**Run 1: metal 2**

Drawn at 6 px/um.
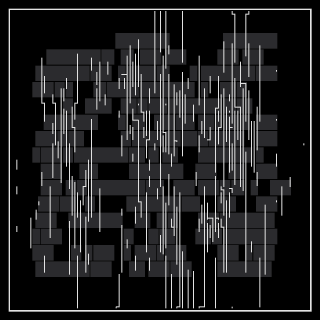
**Run 1: metal 3**

Drawn at 6 px/um.
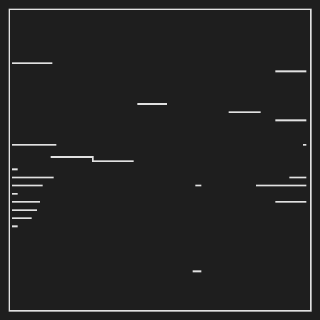
**Run 1: congestion heat map**

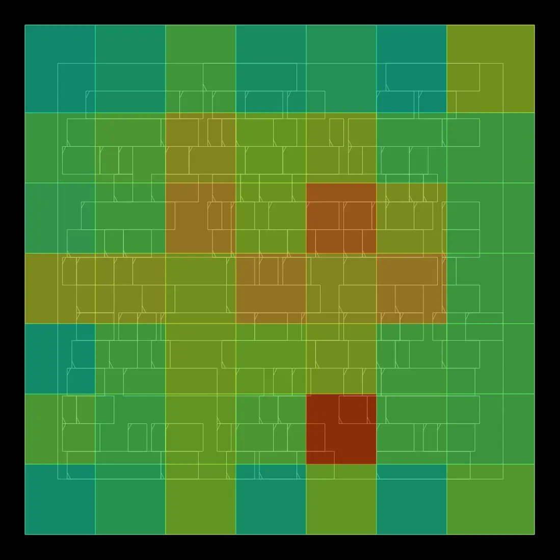
**Run 1: selected gate families**

Drawn at 10 px/um.
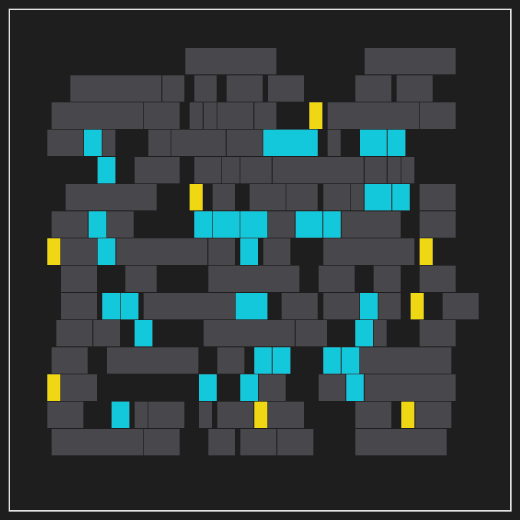
[src/rtl/sr_register_bank.sv]
// rtl/sr_register_bank.sv - bank of independent SR channels with conflict flag and saturating counter
module sr_register_bank #(
  parameter int WIDTH = 4,
  parameter int MODE  = 0,
  parameter int CNT_W = 8
) (
  input  logic             clk,
  input  logic             reset,
  input  logic             en,
  input  logic [WIDTH-1:0] set,
  input  logic [WIDTH-1:0] clr,
  input  logic             cnt_clr,
  output logic [WIDTH-1:0] q,
  output logic [WIDTH-1:0] qbar,
  output logic [WIDTH-1:0] changed,
  output logic             conflict,
  output logic [CNT_W-1:0] conflict_cnt
);

  // Resolution of a channel whose set and clr are both high; MODE is fixed
  // per instance, so this collapses to a constant or a wire after elaboration.
  function automatic logic resolve_both(input logic cur);
    case (MODE)
      0:       resolve_both = 1'b0;
      1:       resolve_both = 1'b1;
      2:       resolve_both = ~cur;
      default: resolve_both = cur;
    endcase
  endfunction

  logic [WIDTH-1:0] q_next;
  logic [WIDTH-1:0] both_req;
  logic             any_conflict;
  logic             cnt_saturated;

  assign both_req      = set & clr;
  assign any_conflict  = |both_req;
  assign cnt_saturated = &conflict_cnt;

  // Complement output is purely combinational from the register, so it can
  // never be observed equal to q, including during reset.
  assign qbar = ~q;

  // Per-channel next-state; channels never look at one another.
  always_comb begin
    q_next = q;
    for (int i = 0; i < WIDTH; i++) begin
      case ({set[i], clr[i]})
        2'b10:   q_next[i] = 1'b1;
        2'b01:   q_next[i] = 1'b0;
        2'b11:   q_next[i] = resolve_both(q[i]);
        default: q_next[i] = q[i];
      endcase
    end
  end

  // Channel state plus the per-channel change pulse; both freeze with en low.
  // Reset clears changed so a release never produces a spurious pulse.
  always_ff @(posedge clk or posedge reset) begin
    if (reset) begin
      q       <= '0;
      changed <= '0;
    end else if (en) begin
      q       <= q_next;
      changed <= q_next ^ q;
    end
  end

  // Registered conflict flag, independent of how MODE resolves the conflict.
  always_ff @(posedge clk or posedge reset) begin
    if (reset) begin
      conflict <= 1'b0;
    end else if (en) begin
      conflict <= any_conflict;
    end
  end

  // Saturating conflict counter; cnt_clr wins over an increment and works
  // even while the bank is frozen by en.
  always_ff @(posedge clk or posedge reset) begin
    if (reset) begin
      conflict_cnt <= '0;
    end else if (cnt_clr) begin
      conflict_cnt <= '0;
    end else if (en && any_conflict && !cnt_saturated) begin
      conflict_cnt <= conflict_cnt + CNT_W'(1);
    end
  end

endmodule

[config.mk]
export PLATFORM = sky130hd
export DESIGN_NAME = sr_register_bank
export DESIGN_NICKNAME = d
export VERILOG_FILES = /design/src/rtl/sr_register_bank.sv
export SDC_FILE = /design/constraint.sdc
export NUM_CORES = 1
export LEC_CHECK = 0
export CAP_MARGIN = 10
export CORE_MARGIN = 3
export CORE_UTILIZATION = 46
export CTS_CLUSTER_SIZE = 14
export DETAILED_ROUTE_END_ITERATION = 10
export PLACE_DENSITY_LB_ADDON = 0.15
export REMOVE_ABC_BUFFERS = 1
export SYNTH_ARGS = -nofsm -noshare
export SYNTH_HDL_FRONTEND = slang
export SYNTH_SLANG_ARGS = --single-unit
[constraint.sdc]
create_clock -name clk -period 2.2 [get_ports clk]
set_input_delay 0.44 -clock clk [delete_from_list [all_inputs] [get_ports clk]]
set_output_delay 0.44 -clock clk [all_outputs]
set_load 0.005 [all_outputs]
==> run notes, run 1 <==
Notes from the flow run.

Run status:
- The flow ran to the end, and the final reports show no timing, DRC or antenna violations.

Placement:
- The placement report lists the number of port buffers as 32.
- The run puts the routability congestion estimate from global placement at just over 0.8.
- Once detailed placement completed, the half-perimeter wirelength came to 1470 um.

CTS:
- TritonCTS reports the number of clock sinks as 17.
- The run puts the number of buffers inserted by hold repair at cts at 0.
- The run gives the clock transition at the register clock pins on the worst setup and hold paths after CTS as 0.10 ns.
- The run gives the clock tree root driver cell as clkbuf_4.
- The run puts the insertion delay of the later-clocked pin in the worst-skew pair at 0.28 ns.

Timing:
- For reference, the final report shows the hold violation count at 0.
- The run gives the final critical path time including I/O delays and setup as 1.81 ns.
- The run gives the number of failing setup endpoints in the final timing report as 0.
- Across the routed clock network, the largest skew measured is 0.000312 ns.
- In this run the tightest slew margin relative to its limit is a little under three fifths.
- The run gives the final number of max-transition violations as 0.

Drt:
- For this run, design rule violations remaining after detail routing come to 0.
- The run puts the number of optimization iterations in the first detailed-route pass at 4.
- The run puts the number of nets still failing antenna checks after routing at 0.
- The run puts the per-cell via count in the routed design at 5.24.

Setup path:
- In the setup report, the worst path falls into the class in -> reg.
- The run gives the sort of element at the start of the critical path as an input pin.
- The run gives the biggest fanout along the worst timing path as 10.

Logic synthesis:
- The run puts the average size of a mapped cell at slightly below 10 um2.
- The run gives the main logic family after synthesis as AND-OR/OR-AND gates.
- In this run, the synthesized area fraction spent on and/or/nand/nor cells is recorded as a little under a fifth.

Run:
- The run puts the tally of OpenROAD warnings at 25.

Power:
- The run puts the leakage power of the design at between 0.5 and 0.6 nW.
- The run gives the power density over cell area as 550 mW/mm2.

GRT:
- The run gives the number of antenna violations at the first check in global routing as 0.

Layout:
- The run gives the number of filler cells placed in the layout as approximately 150.
Notes on 'metal 2' above:
main direction = vertical
longest straight run = 20.1 um
nets with wire on the layer = 119
share of all routed wire = 52%
met2 track demand over resource in global routing: 30.0%
total wire length after detailed routing: 1910 um
total number of vias: 786

Notes on 'metal 3' above:
main direction = horizontal
wire length on this layer = 89.5 um
longest straight run = 8.00 um
share of all routed wire = 4.7%
nets with wire on the layer = 19
met3 track demand over resource: 3.63%

Notes on 'congestion heat map' above:
met1 routing resource usage after global routing: 19.3%
overall global routing resource usage: 16.9%
busiest metal layer after global routing: met2

Notes on 'selected gate families' above:
cyan -> inverting AOI/OAI gates  # cells 29, most used a21oi_1
yellow -> inverters  # cells 8, most used inv_1
Commonest Layout Cell: clkdlybuf4s50_1
Final Instance Count excl. Fillers: 150
share of cell area taken by multi-input logic gates: 32.3%

## run 1: worst paths after layout
check	from	to	slack [ns]	depth (start not counted)
min in group asynchronous	reset	conflict_cnt[4]	0.54	2
worst max register to register	conflict_cnt[0]	conflict_cnt[0]	0.50	5
worst min-delay path	conflict	conflict	0.52	2
max in group asynchronous	reset	conflict_cnt[1]	1.26	2
worst min register to register	conflict	conflict	0.52	2
worst max-delay path	clr[2]	conflict_cnt[0]	0.39	5
## run 1: power breakdown
group	total (mW)	switching, mW	internal [mW]	leakage, nW
logic	0.167	0.0642	0.103	0.278
registers	0.359	0.0226	0.337	0.217
clock network	0.163	0.0932	0.0703	0.0150
total	0.690	0.180	0.510	0.509
## run 1: critical path, cell delays in order
cell and delay [ns]:
clkdlybuf4s50_1 0.46, a22o_1 0.27, o21ai_2 0.37, nor2_2 0.13, mux2_4 0.31
## run 1: per-layer routing
| metal | GRT usage [%] | share of wire (%) | vias up |
|---|---|---|---|
| met5 | 0 | 0 | - |
| met4 | 6.91 | 1.5 | 0 |
| met3 | 3.63 | 4.7 | 4 |
| met2 | 30.0 | 52 | 22 |
| met1 | 19.3 | 41 | 357 |
| li1 | - | - | 403 |
## run 1: synthesized netlist by cell type
cell       n  area [um2]
or3_1      2        12.5
inv_1      8        30.0
nor3_4     1        16.3
or4_1      3        22.5
dfrtp_1   17         425
xnor2_1    1        8.76
mux2i_1    1        10.0
nor2_1     6        22.5
nand2b_1   2        12.5
nand3_1    1        5.00
nor2b_1    1        6.26
o21ai_1    1        5.00
a221oi_2   1        15.0
nand2_1    3        11.3
o21ai_2    1        8.76
mux2_4     1        15.0
nand3_2    1        10.0
o31ai_1    5        37.5
and4_1     1        8.76
a21oi_1   21         105
a22o_1     2        17.5
nor3b_1    4        30.0
ha_1       1        12.5
nand4_1    1        6.26
clkbuf_1   1        3.75
buf_1      1        3.75
nor2_2     1        6.26
buf_6      2        22.5
## run 1: area by class of cell
cell class                 count  area, um2  area share, %
sequential                    17        425           33.9
multi-input combinational     62        405           32.3
timing repair buffer          34        335           26.7
tap                           25       31.3           2.50
inverter                       8       30.0           2.40
clock buffer                   4       26.3           2.10
## run 1: through the flow
stage	setup WS, ns	utilization (%)	hold WS (ns)	cells
after floorplan	0.651	-	0.366	87
after global placement	0.119	68.8	0.497	146
after detailed placement	0.0877	68.8	0.511	146
after CTS	0.394	70.3	0.525	150
after global routing	0.323	70.3	0.555	150
final	0.389	70.3	0.521	150
## run 1: registers in the layout, indices dropped and copies added, names as in the netlist
signal / count
conflict_cnt: 8
conflict: 1
changed: 4
q: 4
## run 1: cells in the final DEF, fill, tap and decap left out, types with 2 or more instances in the layout
cell             count
a22o_1               2
or4_1                3
nor2_1               6
nand2b_1             2
or3_1                2
inv_1                8
buf_4                2
a21oi_1             21
o31ai_1              5
clkdlybuf4s50_1     32
clkbuf_4             3
dfrtp_1             17
nor3b_1              4
nand2_1              3
--- run 2 (diff from run 1) ---
--- a/config.mk
+++ b/config.mk
@@ -7,7 +7,7 @@
 export LEC_CHECK = 0
 export CAP_MARGIN = 10
 export CORE_MARGIN = 3
-export CORE_UTILIZATION = 46
+export CORE_UTILIZATION = 39
 export CTS_CLUSTER_SIZE = 14
 export DETAILED_ROUTE_END_ITERATION = 10
 export PLACE_DENSITY_LB_ADDON = 0.15
==> constraint.sdc (replaced) <==
create_clock -name clk -period 1.48 [get_ports clk]
set_input_delay 0.296 -clock clk [delete_from_list [all_inputs] [get_ports clk]]
set_output_delay 0.296 -clock clk [all_outputs]
set_load 0.005 [all_outputs]
**Run 2: selected gate families**

Drawn at 10 px/um.
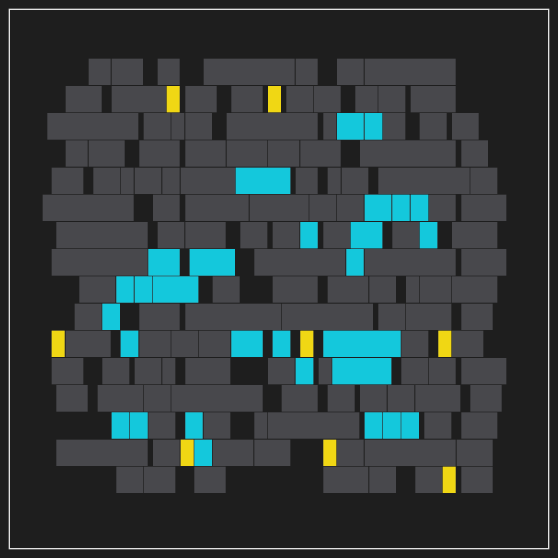
Final Instance Count excl. Fillers: 190
share of cell area taken by multi-input logic gates: 29.0%

==> run 2 against run 1 <==
  * The run now ends with negative setup slack left
  * Combinational power is 120% higher
  * Worst hold slack lost 0.20 ns
  * Synthesized cell count unchanged
  * Sequential share of layout area is 7.9 points lower
  * Wire length increased by 40%
  * Largest cell class is now non-clock buffers
==> run notes, run 2 <==
Notes from the flow run.

Drt:
- The run gives the sum of routed wire length over all layers as 2660 um (was 1910 um).
- The run gives the final routed DRC violation total as 0 (unchanged).
- The run puts the per-cell via count in the routed design at 5.07 (was 5.24).
- The number of optimization iterations in the first detailed-route pass came to 4 (unchanged).
- The run puts the via count at 964 (was 786).

Timing:
- The run gives the setup slack after layout as -0.0382 ns (was 0.389 ns).
- The run gives the worst hold margin as 0.318 ns (was 0.521 ns).
- The run puts the number of failing setup endpoints in the final timing report at 3 (was 0).
- The worst clock skew came to 0.00327 ns (was 0.000312 ns).
- The run gives the relative slew slack as 75.4% (was 57.5%).
- The run puts the final critical path time including I/O delays and setup at 1.52 ns.
- The run gives the final number of max-transition violations as 0 (unchanged).

Logic synthesis:
- The run gives the top flip-flop cell by instance count after synthesis as dfrtp_1 (unchanged).
- The run puts the average size of a mapped cell at 9.79 um2 (unchanged).
- Top cells by area in the synthesized netlist: dfrtp_1, a21oi_1, o31ai_1 (unchanged).
- The run gives the share of the synthesized area in the top cell type as 47.8% (unchanged).
- The most popular library cell in the synthesized design by count is a21oi_1 (unchanged).
- The async set-reset flop share out of synthesis came to 100% (unchanged).
- The cell accounting for the most synthesized area is dfrtp_1 (unchanged).

Layout:
- Biggest registers after layout: conflict_cnt x8, changed x4, q x4 (unchanged).
- The run puts the flip-flop count of the largest register, all copies and words added at 8 (unchanged).
- The share of the core filled with cells came to 80.0% (was 70.3%).
- The register name with the most flops is conflict_cnt (unchanged).
- The most common logic cell in the routed design is buf_4 (was clkdlybuf4s50_1).

CTS:
- The run gives the clock tree root driver cell as clkbuf_4 (unchanged).
- The run gives the clock transition at the register clock pins on the worst setup and hold paths after CTS as 0.10 ns (about the same).
- The clock sink count was 17 (unchanged).

GRT:
- The number of antenna violations at the first check in global routing was 0 (unchanged).

Placement:
- The instance count after placement with tap cells included came to 166 (was 146).
- The half-perimeter wire length after detailed placement is 1650 um (was 1470 um).

Setup path:
- The largest stage delay on the critical path is 0.48 ns (was 0.46 ns).
- The slowest cell on the critical path is or4_4 (was clkdlybuf4s50_1).
- The run gives the biggest fanout along the worst timing path as 3 (was 10).
- The run gives the sort of element at the start of the critical path as a flip-flop (was input pin).
- The run gives the capture instance of the worst register-to-register path as conflict_cnt[4] (was conflict_cnt[0]).
- Crit path cell chain: ha_2 > nand3_4 > buf_4 > or4_4 > a21oi_2 (was clkdlybuf4s50_1 > a22o_1 > o21ai_2 > nor2_2 > mux2_4).
- The run gives the internal reg-to-reg setup slack as -0.04 ns (was 0.50 ns).
- The critical setup path kind is reg -> reg (was in -> reg).

Run status:
- The final reports fail on negative setup slack.
- Outcome: complete, but fails checks (was complete, no violations).

Power:
- The run puts the power density over cell area at 688 mW/mm2 (was 550 mW/mm2).

Run:
- The run gives the tally of OpenROAD warnings as 27 (was 25).
**Run 2: congestion heat map**

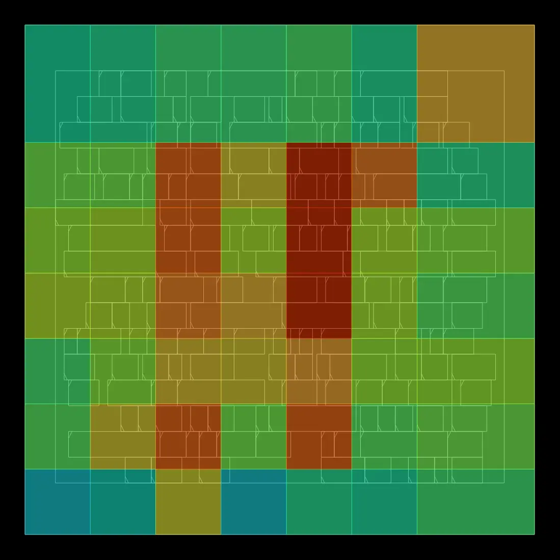
drt wl/cell: 14.0 um
overall global routing resource usage: 19.9%

## run 2: cells by family after synthesis
group | after synthesis | synth area share, %
AOI/OAI and AO/OA | 31 | 21.2
and+or+nand+nor | 27 | 19.1
DFF | 17 | 47.8
buffers and inverters | 12 | 6.74
muxes | 2 | 2.81
xor gates and xnor gates | 1 | 0.983
adders and majority gates | 1 | 1.40
## run 2: report_power, final
| part | leakage [nW] | switching [mW] | internal [mW] |
|---|---|---|---|
| Sequential | 0.212 | 0.0205 | 0.500 |
| Combinational | 0.663 | 0.143 | 0.217 |
| Clock | 0.0150 | 0.150 | 0.105 |
| Total | 0.890 | 0.313 | 0.822 |
## run 2: worst max path at each step
stage | from | endpoint | slack, ns | depth (start not counted)
3_5_place_dp | clr[2] | conflict_cnt[4] | -0.46 | 7
6_report | conflict_cnt[0] | conflict_cnt[4] | -0.04 | 5
5_1_grt | conflict_cnt[0] | conflict_cnt[4] | -0.08 | 5
4_1_cts | clr[1] | conflict_cnt[4] | -0.05 | 7
2_1_floorplan | conflict_cnt[0] | conflict_cnt[0] | -0.07 | 5
3_3_place_gp | set[2] | conflict_cnt[4] | -0.36 | 7
## run 2: layer usage
metal / share of wire [%] / vias up / routed length [um] / global-route usage (%)
li1: - / 474 / - / -
met5: 0 / - / 0 / 0
met1: 40 / 454 / 1070 / 23.5
met3: 6.8 / 4 / 180 / 4.16
met4: 1.6 / 0 / 43 / 8.51
met2: 51 / 32 / 1370 / 34.7
## run 2: worst reg2reg max path, cell delays in order (launching register included)
cell and delay [ns]:
dfrtp_1 0.38, ha_2 0.22, nand3_4 0.09, buf_4 0.16, or4_4 0.48, a21oi_2 0.12
## run 2: what timing repair did
action	CTS	global route
hold buffers	0	0
resized	21	28
buffers inserted	16	4
endpoints found under the setup margin	24	19
pin swaps	11	5
## run 2: layout make-up
cell class              count  area (um2)
well taps                  27        33.8
flip-flops and latches     17         429
repair buffers             72         652
inverters                   8        30.0
fillers                   129         412
multi-input cells          62         479
clock buffers               4        26.3
## run 2: stage by stage
step           setup WS [ns]  TNS (ns)
6_report             -0.0382   -0.0690
3_3_place_gp          -0.357     -2.64
2_1_floorplan        -0.0690   -0.0819
3_5_place_dp          -0.464     -3.29
4_1_cts              -0.0461   -0.0798
5_1_grt              -0.0834    -0.319
Power figures rest on the tool's default switching activity, not on a simulated workload.
